Design led_blink_sequencer_flat, sky130hd; sources not shown.
Fig. 1: run 1, clock routing
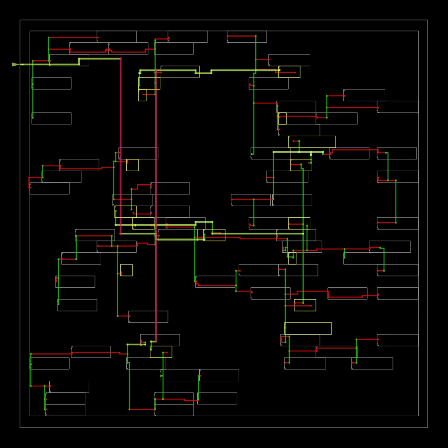
clk_lat worst skew: 360 ps
registers: 69
clk sink count: 69
clock skew: 10.8 ps

Fig. 2: run 1, sequential cells coloured by netlist name
Scale bar: 20 um. Other sequential cells in the stronger grey, the rest of the logic in the fainter grey.
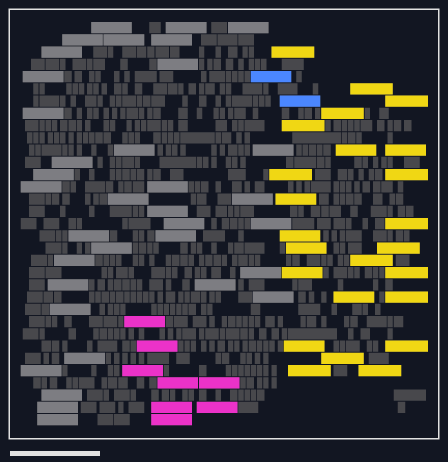
[`u_core.state`] blue | sequential cells: 2
[`u_core.off_len`] magenta | sequential cells: 8
[`u_core.u_tick_gen.cnt`] yellow | sequential cells: 24
sequential share of cell area: 33.6%
Flop+latch power: 1.73 mW

Fig. 3: run 1, drive-strength map
Scale bar: 20 um.
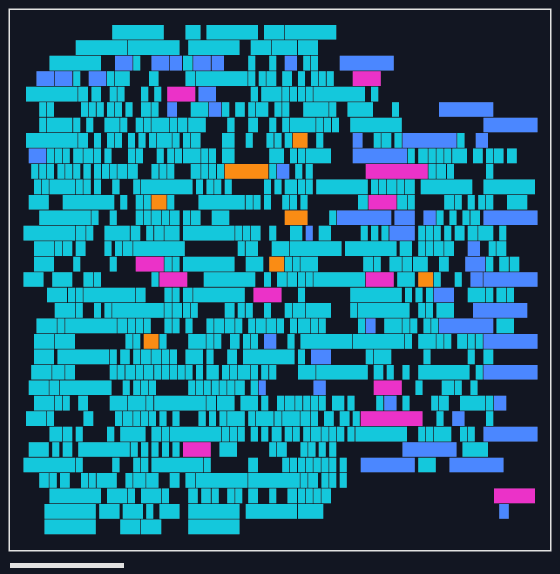
[x3 and x4] orange | cells: 7 | share: 1.0% | most used: buf_4
[x1 and smaller] cyan | cells: 626 | share: 90% | most used: nand2_1
[x6 and larger] magenta | cells: 12 | share: 1.7% | most used: clkbuf_8
[x2] blue | cells: 49 | share: 7.1% | most used: dfstp_2
Area Overhead vs Synth: 14.2%
Post-Layout Inst Area: 0.00520 mm2
Signal buffers: 35
worst setup margin: 319 ps

==> impl_metrics.env, run 1 <==
# source this file to load flow results
export IMPL_ys_area_mm2=0.00456
export IMPL_rsz0062_at_grt="no"
export IMPL_nets=729
export IMPL_overflow=0
export IMPL_fp_dieW_um=95.0
export IMPL_finalPower_mw=5.13
export IMPL_core_mm2=0.00813
export IMPL_drive_gt1_share_pct=9.80
export IMPL_async_flop_share_pct=100
export IMPL_drv_slew=0
export IMPL_required_ps=2740
export IMPL_finalCritPeriodShare_pct=87.2
export IMPL_ys_warn_count=0
export IMPL_dr_pass1_iters=5
export IMPL_gp_congestion=0.932
export IMPL_largest_register_ff_count=24
export IMPL_avgSynthCellArea_um2=6.98
export IMPL_layout_min_cycle_time_ps=2180
export IMPL_routedWlPerCell_um=12.4
export IMPL_drt_wl_total_mm=9.92
export IMPL_max_stage_delay_ps=390
export IMPL_max_cap_violations=0
export IMPL_via_per_inst=5.20
export IMPL_setup_tns_ps=0
export IMPL_syn_instance_count=653
export IMPL_clk_path_buf_depth=2
export IMPL_cp_depth=12
export IMPL_warnings=31
export IMPL_fp_nets=693
export IMPL_cts_root_buf="clkbuf_8"
export IMPL_vdd_drop_max_mv=0.674
export IMPL_status="finished, final reports clean"
export IMPL_grt_pass1_wl_mm=17.3
export IMPL_grt_max_degree=70
export IMPL_synthFlopType="dfrtp_1"
export IMPL_cpMostUsedCell="nand2_1"
run 1: cell families (layout without fill, tap and decap cells):
group,after synthesis,count (layout),synth area share (%)
AOI/OAI and AO/OA,59,59,7.41
DFF,69,69,38.3
buffers and inverters,95,136,8.10
and+or+nand+nor,389,389,37.0
xor gates and xnor gates,29,29,5.87
adders and majority gates,12,12,3.29
run 1: metal layers:
metal	share of wire, %	wire [um]	GRT usage, %
met5	0	0	0
met4	2.0	196	9.78
met3	3.9	385	4.19
met2	49	4890	42.1
met1	45	4450	29.6
run 1: stage by stage:
stage	setup slack [ps]	hold WS (ps)
floorplan	331	79.4
global placement	426	425
detailed placement	336	431
CTS	85.2	49.7
global route	21.9	62.8
finish	319	13.8
run 1: layout by cell type, fill, tap and decap left out, types with 4 or more instances in the layout:
cell / Yosys / final
dfrtp_1: 53 / 53
nor2_1: 76 / 76
dfstp_2: 16 / 16
xnor2_1: 8 / 8
clkbuf_8: 0 / 9
xor2_1: 20 / 20
nand3_1: 45 / 45
ha_1: 12 / 12
nor3_1: 12 / 12
nand4_1: 10 / 10
o21ai_2: 8 / 8
a21oi_1: 14 / 14
nor2_2: 7 / 7
or2_2: 4 / 4
clkdlybuf4s50_1: 0 / 29
o21ai_0: 31 / 31
nand2_1: 213 / 213
inv_1: 82 / 82
run 1: power by group:
part | switching (mW) | internal [mW]
Sequential | 0.294 | 1.44
Clock | 0.448 | 0.556
Combinational | 1.52 | 0.871
Total | 2.26 | 2.87
run 1: area by class of cell:
cell class / count / share of cell area (%)
clock inverter: 7 / 1.73
tap: 105 / 2.52
timing repair buffer: 35 / 6.73
multi-input combinational: 489 / 46.9
sequential: 69 / 33.6
inverter: 85 / 6.13
clock buffer: 9 / 2.38
Fig. 4: run 1, signal wires by layer
Scale bar: 20 um.
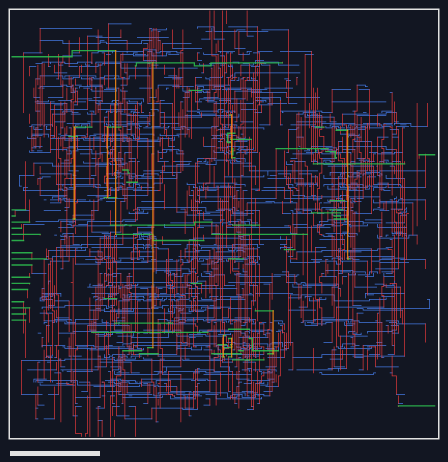

==> run 2, diff against run 1 <==
--- a/config.mk
+++ b/config.mk
@@ -11,6 +11,7 @@
 export CORE_UTILIZATION = 55
 export CTS_CLUSTER_DIAMETER = 100
 export DETAILED_ROUTE_END_ITERATION = 7
+export HOLD_SLACK_MARGIN = 0.12
 export PLACE_DENSITY_LB_ADDON = 0.3
 export SLEW_MARGIN = 20
 export SYNTH_ARGS = -nofsm -noshare
Fig. 5: run 2, signal wires by layer
Scale bar: 20 um.
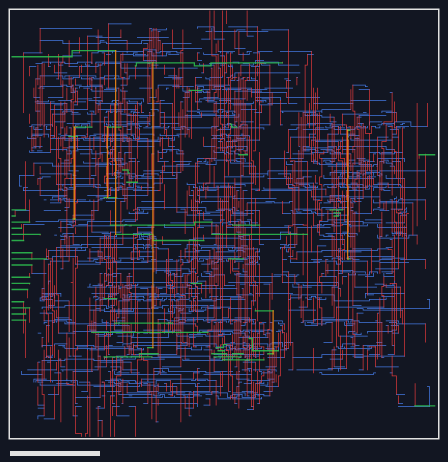
[M4] orange | wire length: 178 um
[M3] green | wire length: 327 um
[M2] red | wire length: 4,910 um
[M1] blue | wire length: 4,520 um
wire length per cell: 12.4 um
via count: 4,131
total wire length: 9.93 mm
Tot GR Track Use: 24.2%

Fig. 6: run 2, drive-strength map
Scale bar: 20 um.
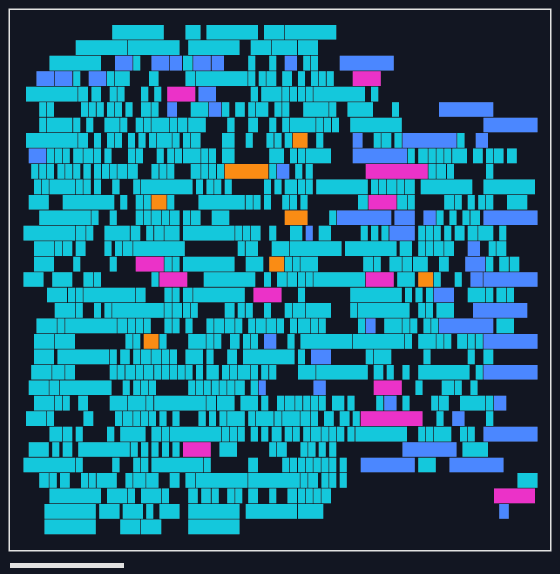
[x1 and smaller] cyan | cells: 627 | share: 90% | most used: nand2_1
[x3 and x4] orange | cells: 7 | share: 1.0% | most used: buf_4
[x6 and larger] magenta | cells: 12 | share: 1.7% | most used: clkbuf_8
[x2] blue | cells: 49 | share: 7.1% | most used: dfstp_2
Post-Layout Inst Area: 0.00521 mm2
worst setup margin: 322 ps
Area Overhead vs Synth: 14.4%
Signal buffers: 36

==> run 2 against run 1 <==
Effect of this change: first-iteration DRC count is 6.9% lower; critical path type unchanged; register-to-register slack hardly changed; worst setup slack better by 3.2 ps; largest power group unchanged; sequential power hardly changed.
==> impl_metrics.env, run 2 <==
# source this file to load flow results
export IMPL_final_cell_mix="213 x nand2_1, 82 x inv_1, 76 x nor2_1"
export IMPL_overflow=0
export IMPL_status="finished, final reports clean"
export IMPL_synth_simple_area_share_pct=37.0
export IMPL_avgSynthCellArea_um2=6.98
export IMPL_syn_instance_count=653
export IMPL_drv_slew=0
export IMPL_logic_family="simple AND/OR/NAND/NOR gates"
export IMPL_worstSkewPairLatency_ps=360
export IMPL_finalCritPeriodShare_pct=87.1
export IMPL_clk_path_buf_depth=2
export IMPL_vdd_drop_max_mv=0.674
export IMPL_fa_ha_area_share_pct=3.29
export IMPL_fp_dieW_um=95.0
export IMPL_core_mm2=0.00813
export IMPL_synthFlopType="dfrtp_1"
export IMPL_cts_root_buf="clkbuf_8"
export IMPL_largest_register_ff_count=24
export IMPL_xor_area_share_pct=5.87
export IMPL_mux_area_share_pct=0
export IMPL_layout_min_cycle_time_ps=2180
export IMPL_clock_sinks=69
Fig. 7: run 2, nets reached from selected ports
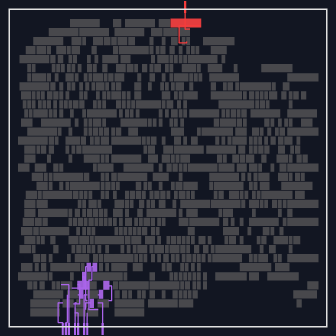
[`led`] red | direction: output | end cells: 1 | wire: 21.2 um
[`cmd_off_len`] purple | direction: input | end cells: 9 | wire: 122 um
IO Count: 32
PortBufs: 31

[run 2: critical path, cell delays in order (launching register included)]
cell and delay [ps]:
dfrtp_1 390, inv_1 130, ha_1 200, nand3_1 150
and2_1 190, nor2_1 110, nand2_1 80, nor2_2 100
nand3_2 120, nand2_2 110, nand4_4 250, nand2_1 170
o21ai_2 60
[run 2: cell families (layout without fill, tap and decap cells)]
group / Yosys count / in the layout
AOI/OAI and AO/OA: 59 / 59
xor gates and xnor gates: 29 / 29
adders and majority gates: 12 / 12
buffers and inverters: 95 / 137
and+or+nand+nor: 389 / 389
DFF: 69 / 69
[run 2: layer usage]
layer / vias up / wire [um]
li1: 2130 / -
met1: 1903 / 4520
met2: 85 / 4910
met3: 13 / 326
met4: 0 / 178
met5: - / 0
[run 2: report_power, final]
| part | total, mW | switching [mW] | internal [mW] |
|---|---|---|---|
| sequential | 1.73 | 0.295 | 1.44 |
| combinational | 2.39 | 1.52 | 0.872 |
| clock | 1.00 | 0.448 | 0.556 |
[run 2: layout make-up]
cell class,instances,share of cell area [%]
timing repair buffer,36,6.91
clock inverter,7,1.73
sequential,69,33.5
clock buffer,9,2.38
multi-input combinational,489,46.8
tap,105,2.52
inverter,85,6.12
[run 2: what timing repair did]
item / 4_1_cts / 5_1_grt
gates resized: 0 / 1
setup endpoints to repair: 0 / 1
hold buffers: 1 / 0
endpoints found under the hold margin: 53 / 0
[run 2: through the flow]
step | total power, mW | instance area (um2) | worst slack [ps] | hold WS (ps) | std cells
final | 5.13 | 5210 | 322 | 458 | 800
after CTS | 5.13 | 5210 | 85.2 | 462 | 800
after global placement | 4.02 | 4990 | 426 | 425 | 783
after global routing | 5.61 | 5210 | 21.9 | 467 | 800
after detailed placement | 4.11 | 4990 | 336 | 431 | 783
after floorplan | 3.54 | 4560 | 331 | 79.4 | 653
Power figures rest on the tool's default switching activity, not on a simulated workload.
